[config.mk]
export PLATFORM = sky130hd
export DESIGN_NAME = oflow_pe_set_scheduler
export DESIGN_NICKNAME = d
export VERILOG_FILES = /design/src/rtl/oflow_pe_set_scheduler.sv
export SDC_FILE = /design/constraint.sdc
export NUM_CORES = 1
export LEC_CHECK = 0
export ABC_AREA = 1
export CORE_MARGIN = 1.5
export CORE_UTILIZATION = 47
export CTS_BUF_LIST = sky130_fd_sc_hd__clkbuf_8
export CTS_CLUSTER_DIAMETER = 150
export CTS_CLUSTER_SIZE = 25
export DETAILED_ROUTE_END_ITERATION = 12
export MAX_ROUTING_LAYER = met4
export PLACE_DENSITY_LB_ADDON = 0.3
export RECOVER_POWER = 100
export SETUP_SLACK_MARGIN = 0.05
export SYNTH_ARGS = -nofsm -noshare
export SYNTH_HDL_FRONTEND = slang
export SYNTH_SLANG_ARGS = --single-unit
[constraint.sdc]
create_clock -name clk -period 2.35 [get_ports clk]
set_input_delay 0.3525 -clock clk [delete_from_list [all_inputs] [get_ports clk]]
set_output_delay 0.3525 -clock clk [all_outputs]
set_load 0.01 [all_outputs]
[src/rtl/oflow_pe_set_scheduler.sv]
// Set scheduler: splits a frame's bboxes into PE_NUM-sized sets and
// launches the PE array once per DMA-delivered feature set.
module oflow_pe_set_scheduler #(
    parameter int PE_NUM = 24,
    parameter int BBOX_W = 7,
    parameter int SET_W  = 3
) (
    input  logic              clk,
    input  logic              reset_N,
    input  logic              start,
    input  logic [BBOX_W-1:0] num_of_bbox_in_frame,
    input  logic              abort,
    input  logic              new_set,
    output logic              ready_new_set,
    output logic              pe_start,
    output logic [PE_NUM-1:0] pe_en_mask,
    output logic [SET_W-1:0]  set_idx,
    input  logic              pe_done,
    output logic              done_pe,
    output logic              busy,
    output logic [SET_W-1:0]  num_of_sets,
    output logic [BBOX_W-1:0] counter_of_remain_bboxes
);
    typedef enum logic [1:0] {IDLE, REQ, RUN, DONE} state_e;

    localparam int NW = BBOX_W + 1;
    localparam logic [BBOX_W-1:0] PE_CNT = BBOX_W'(PE_NUM);

    state_e            state_q, state_d;
    logic [SET_W-1:0]  sets_q, sets_d;
    logic [SET_W-1:0]  idx_q, idx_d;
    logic [BBOX_W-1:0] remain_q, remain_d;
    logic              pe_start_q, pe_start_d;
    logic [BBOX_W-1:0] chunk;
    logic [NW-1:0]     sets_ceil;

    assign chunk     = (remain_q > PE_CNT) ? PE_CNT : remain_q;
    assign sets_ceil = ({1'b0, num_of_bbox_in_frame} + NW'(PE_NUM - 1))
                       / NW'(PE_NUM);

    always_ff @(posedge clk or negedge reset_N) begin
        if (!reset_N) begin
            state_q    <= IDLE;
            sets_q     <= '0;
            idx_q      <= '0;
            remain_q   <= '0;
            pe_start_q <= 1'b0;
        end else begin
            state_q    <= state_d;
            sets_q     <= sets_d;
            idx_q      <= idx_d;
            remain_q   <= remain_d;
            pe_start_q <= pe_start_d;
        end
    end

    always_comb begin
        state_d    = state_q;
        sets_d     = sets_q;
        idx_d      = idx_q;
        remain_d   = remain_q;
        pe_start_d = 1'b0;
        unique case (state_q)
            IDLE: begin
                if (start) begin
                    sets_d   = SET_W'(sets_ceil);
                    remain_d = num_of_bbox_in_frame;
                    idx_d    = '0;
                    state_d  = (num_of_bbox_in_frame != '0) ? REQ : DONE;
                end
            end
            REQ: begin
                if (abort) begin
                    state_d  = IDLE;
                    remain_d = '0;
                    idx_d    = '0;
                end else if (new_set) begin
                    state_d    = RUN;
                    pe_start_d = 1'b1;
                end
            end
            RUN: begin
                // A completion coincident with the launch pulse is stale.
                if (abort) begin
                    state_d  = IDLE;
                    remain_d = '0;
                    idx_d    = '0;
                end else if (pe_done && !pe_start_q) begin
                    remain_d = remain_q - chunk;
                    idx_d    = idx_q + 1'b1;
                    state_d  = (remain_q == chunk) ? DONE : REQ;
                end
            end
            DONE: state_d = IDLE;
            default: state_d = IDLE;
        endcase
    end

    always_comb begin
        ready_new_set = (state_q == REQ);
        busy          = (state_q != IDLE);
        done_pe       = (state_q == DONE);
        pe_en_mask    = '0;
        if (state_q == RUN) begin
            for (int i = 0; i < PE_NUM; i++) begin
                pe_en_mask[i] = (int'(remain_q) > i);
            end
        end
    end

    assign pe_start                 = pe_start_q;
    assign set_idx                  = idx_q;
    assign num_of_sets              = sets_q;
    assign counter_of_remain_bboxes = remain_q;

endmodule

==> Slide: Implementation Results <==
Run Summary

Routing
  – DRC: 0
  – DR top layer: met4
  – DR WL met2: around 2100 µm
  – Routed WL per cell: 12.4 µm
  – Vias: 1,765
  – WL met3: 216 µm
  – Vias per cell: 5.21

Clock tree
  – Total CTS buffers: 3
  – # resized after CTS: 10
  – Root buffer cell: clkbuf_8
  – Clock sinks: 16

Setup path
  – Worst reg2reg path endpoint: set_idx[0]$_DFFE_PN0P_
  – Worst-path fanout max: 9
  – WS Path Type: register to output port
  – FF-to-FF Start: state_q[0]$_DFFE_PN0P_
  – Crit path launch: state_q[0]$_DFFE_PN0P_

Run status
  – Run status: finished clean

Placed design
  – RePlAce Congestion: 0.888
  – Pre-CTS setup slack: 0.121 ns
  – Post-DP HPWL: 3150 µm
  – Post-place instance area: 0.00214 mm²

Finish
  – Sequential cell count: 16
  – Nets: 319
  – Seq. cell area: between 400 and 500 µm²
  – Multi-input comb cells: 166
  – Non-filler cells, final: around 340
  – Most numerous logic cells after layout: 50 x nand2_1, 31 x inv_1, 20 x nor2_1, 20 x dlygate4sd3_1
  – Filler cells: 275
  – Signal buffers share of area: between 20% and 30%
  – Ratio of cells with drive above 1 in the final layout: 14.2%
  – Largest cell class by area: multi-input combinational cells

Global routing
  – GR Layer Usage met2: 43.5%
  – Total gr overflow: 0
  – First-pass GRT wire length: 6780 µm

STA
  – Final Critical Period: 2.27 ns
  – Period utilisation layout: roughly 96%
  – Hold Slack: 0.515 ns

Pwr
  – Pwr Total: 2.75 mW
  – PwrDens: 1240 mW/mm²

Logic synthesis
  – Syn Std Cell Area: ~0.0015 mm²
  – Async SR Flop Fraction: 100%
  – Synthesized area per cell: 6.62 µm²
  – Cells after Synth: 228

Min path
  – WHS Endpoint: num_of_sets[2]$_DFFE_PN0P_
flip-flops by register name, summed over array words and instances, names as in the netlist:
register,flops
counter_of_remain_bboxes,7
num_of_sets,3
pe_start,1
set_idx,3
state_q,2
cells by family (layout without fill, tap and decap cells):
logic type,count (synthesis),after routing,synth area share (%)
buf+inv,46,113,11.8
simple gates,99,99,30.8
xor+xnor,2,2,1.16
compound gates,54,54,21.2
flops,16,16,26.5
other cells,1,1,0.249
fa+ha+maj,10,10,8.29
critical path, stage by stage, from the launching register on:
cell and delay, ns:
dfrtp_1 0.42, inv_2 0.10, ha_1 0.19, inv_2 0.09, clkbuf_2 0.16, a21oi_1 0.16, clkdlybuf4s50_1 0.55
power breakdown:
part	total (mW)	internal [mW]	switching [mW]
clock	0.247	0.149	0.0979
sequential	0.513	0.399	0.114
combinational	1.99	0.830	1.16
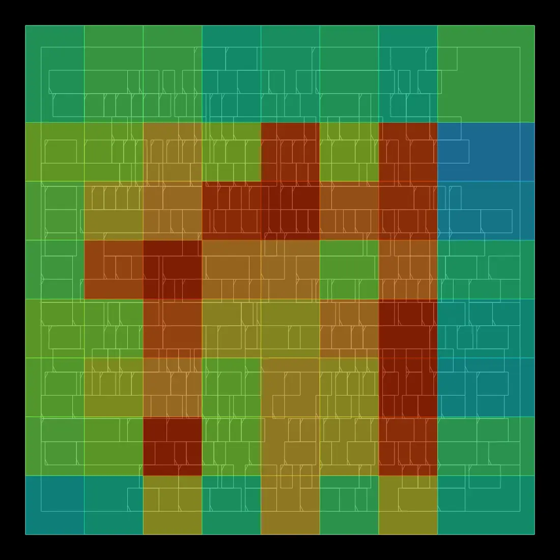
Fig. 1. Congestion heat map.
grt peak-use layer: met2
met1 GRT Util: 30.3%

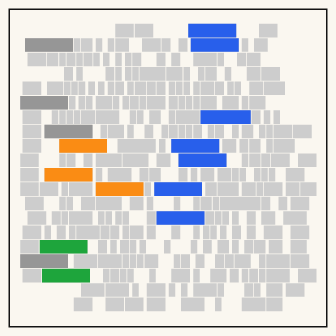
Fig. 2. Sequential cells colored by netlist name.
Other sequential cells in the stronger gray, the rest of the logic in the fainter gray.
signal	color	flops
set_idx	orange	3
counter_of_remain_bboxes	blue	7
state_q	green	2
not colored	4

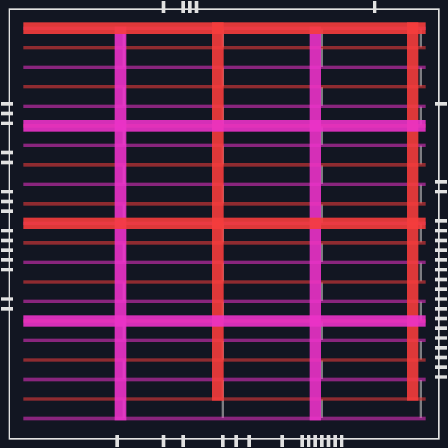
Fig. 3. PDN straps and rails.
Pins as bars on the die edge. Tap cells in gray.
net	color
VDD	red
VSS	magenta
tap cells	44
met4 straps	4
signal pins	54
die width: 59.7 µm
Max VDD drop: 845 µV
core area: 0.00305 mm²
Die Ht: 59.7 µm

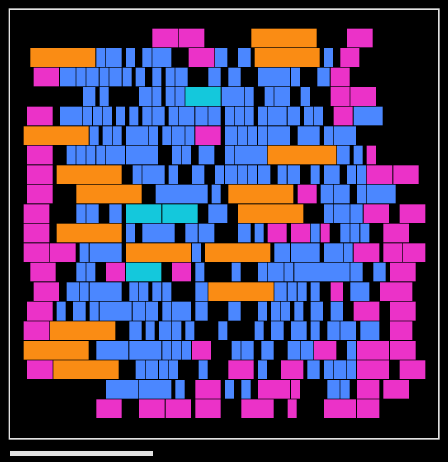
Fig. 4. Cells colored by class.
Bar = 20 µm.
class	color	cells	share of their area
combinational and other logic	blue	209	51%
flops	orange	16	19%
other buffers and delay cells	magenta	66	28%
clock drivers and dummy loads	cyan	4	2.5%
row cnt: 20
Design Area, Final: 0.00222 mm²
sequential share of cell area: 18.1%
fin util: 72.7%

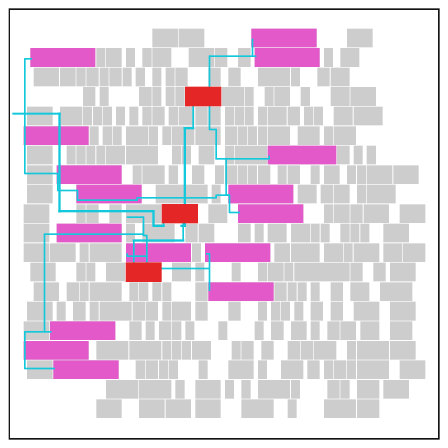
Fig. 5. Routed clock nets over the placement.
[clock drivers] red | count: 3
[clock wires] cyan | length: 232 µm
[flip-flops] magenta | count: 16
routed clock nets	4
clk_lat worst skew: 0.25 ns
Clock Skew: 0.00552 ns
clk pwr: 247 µW
clock group share of total power: 9.0%

Power is estimated from default activity; no workload was simulated.
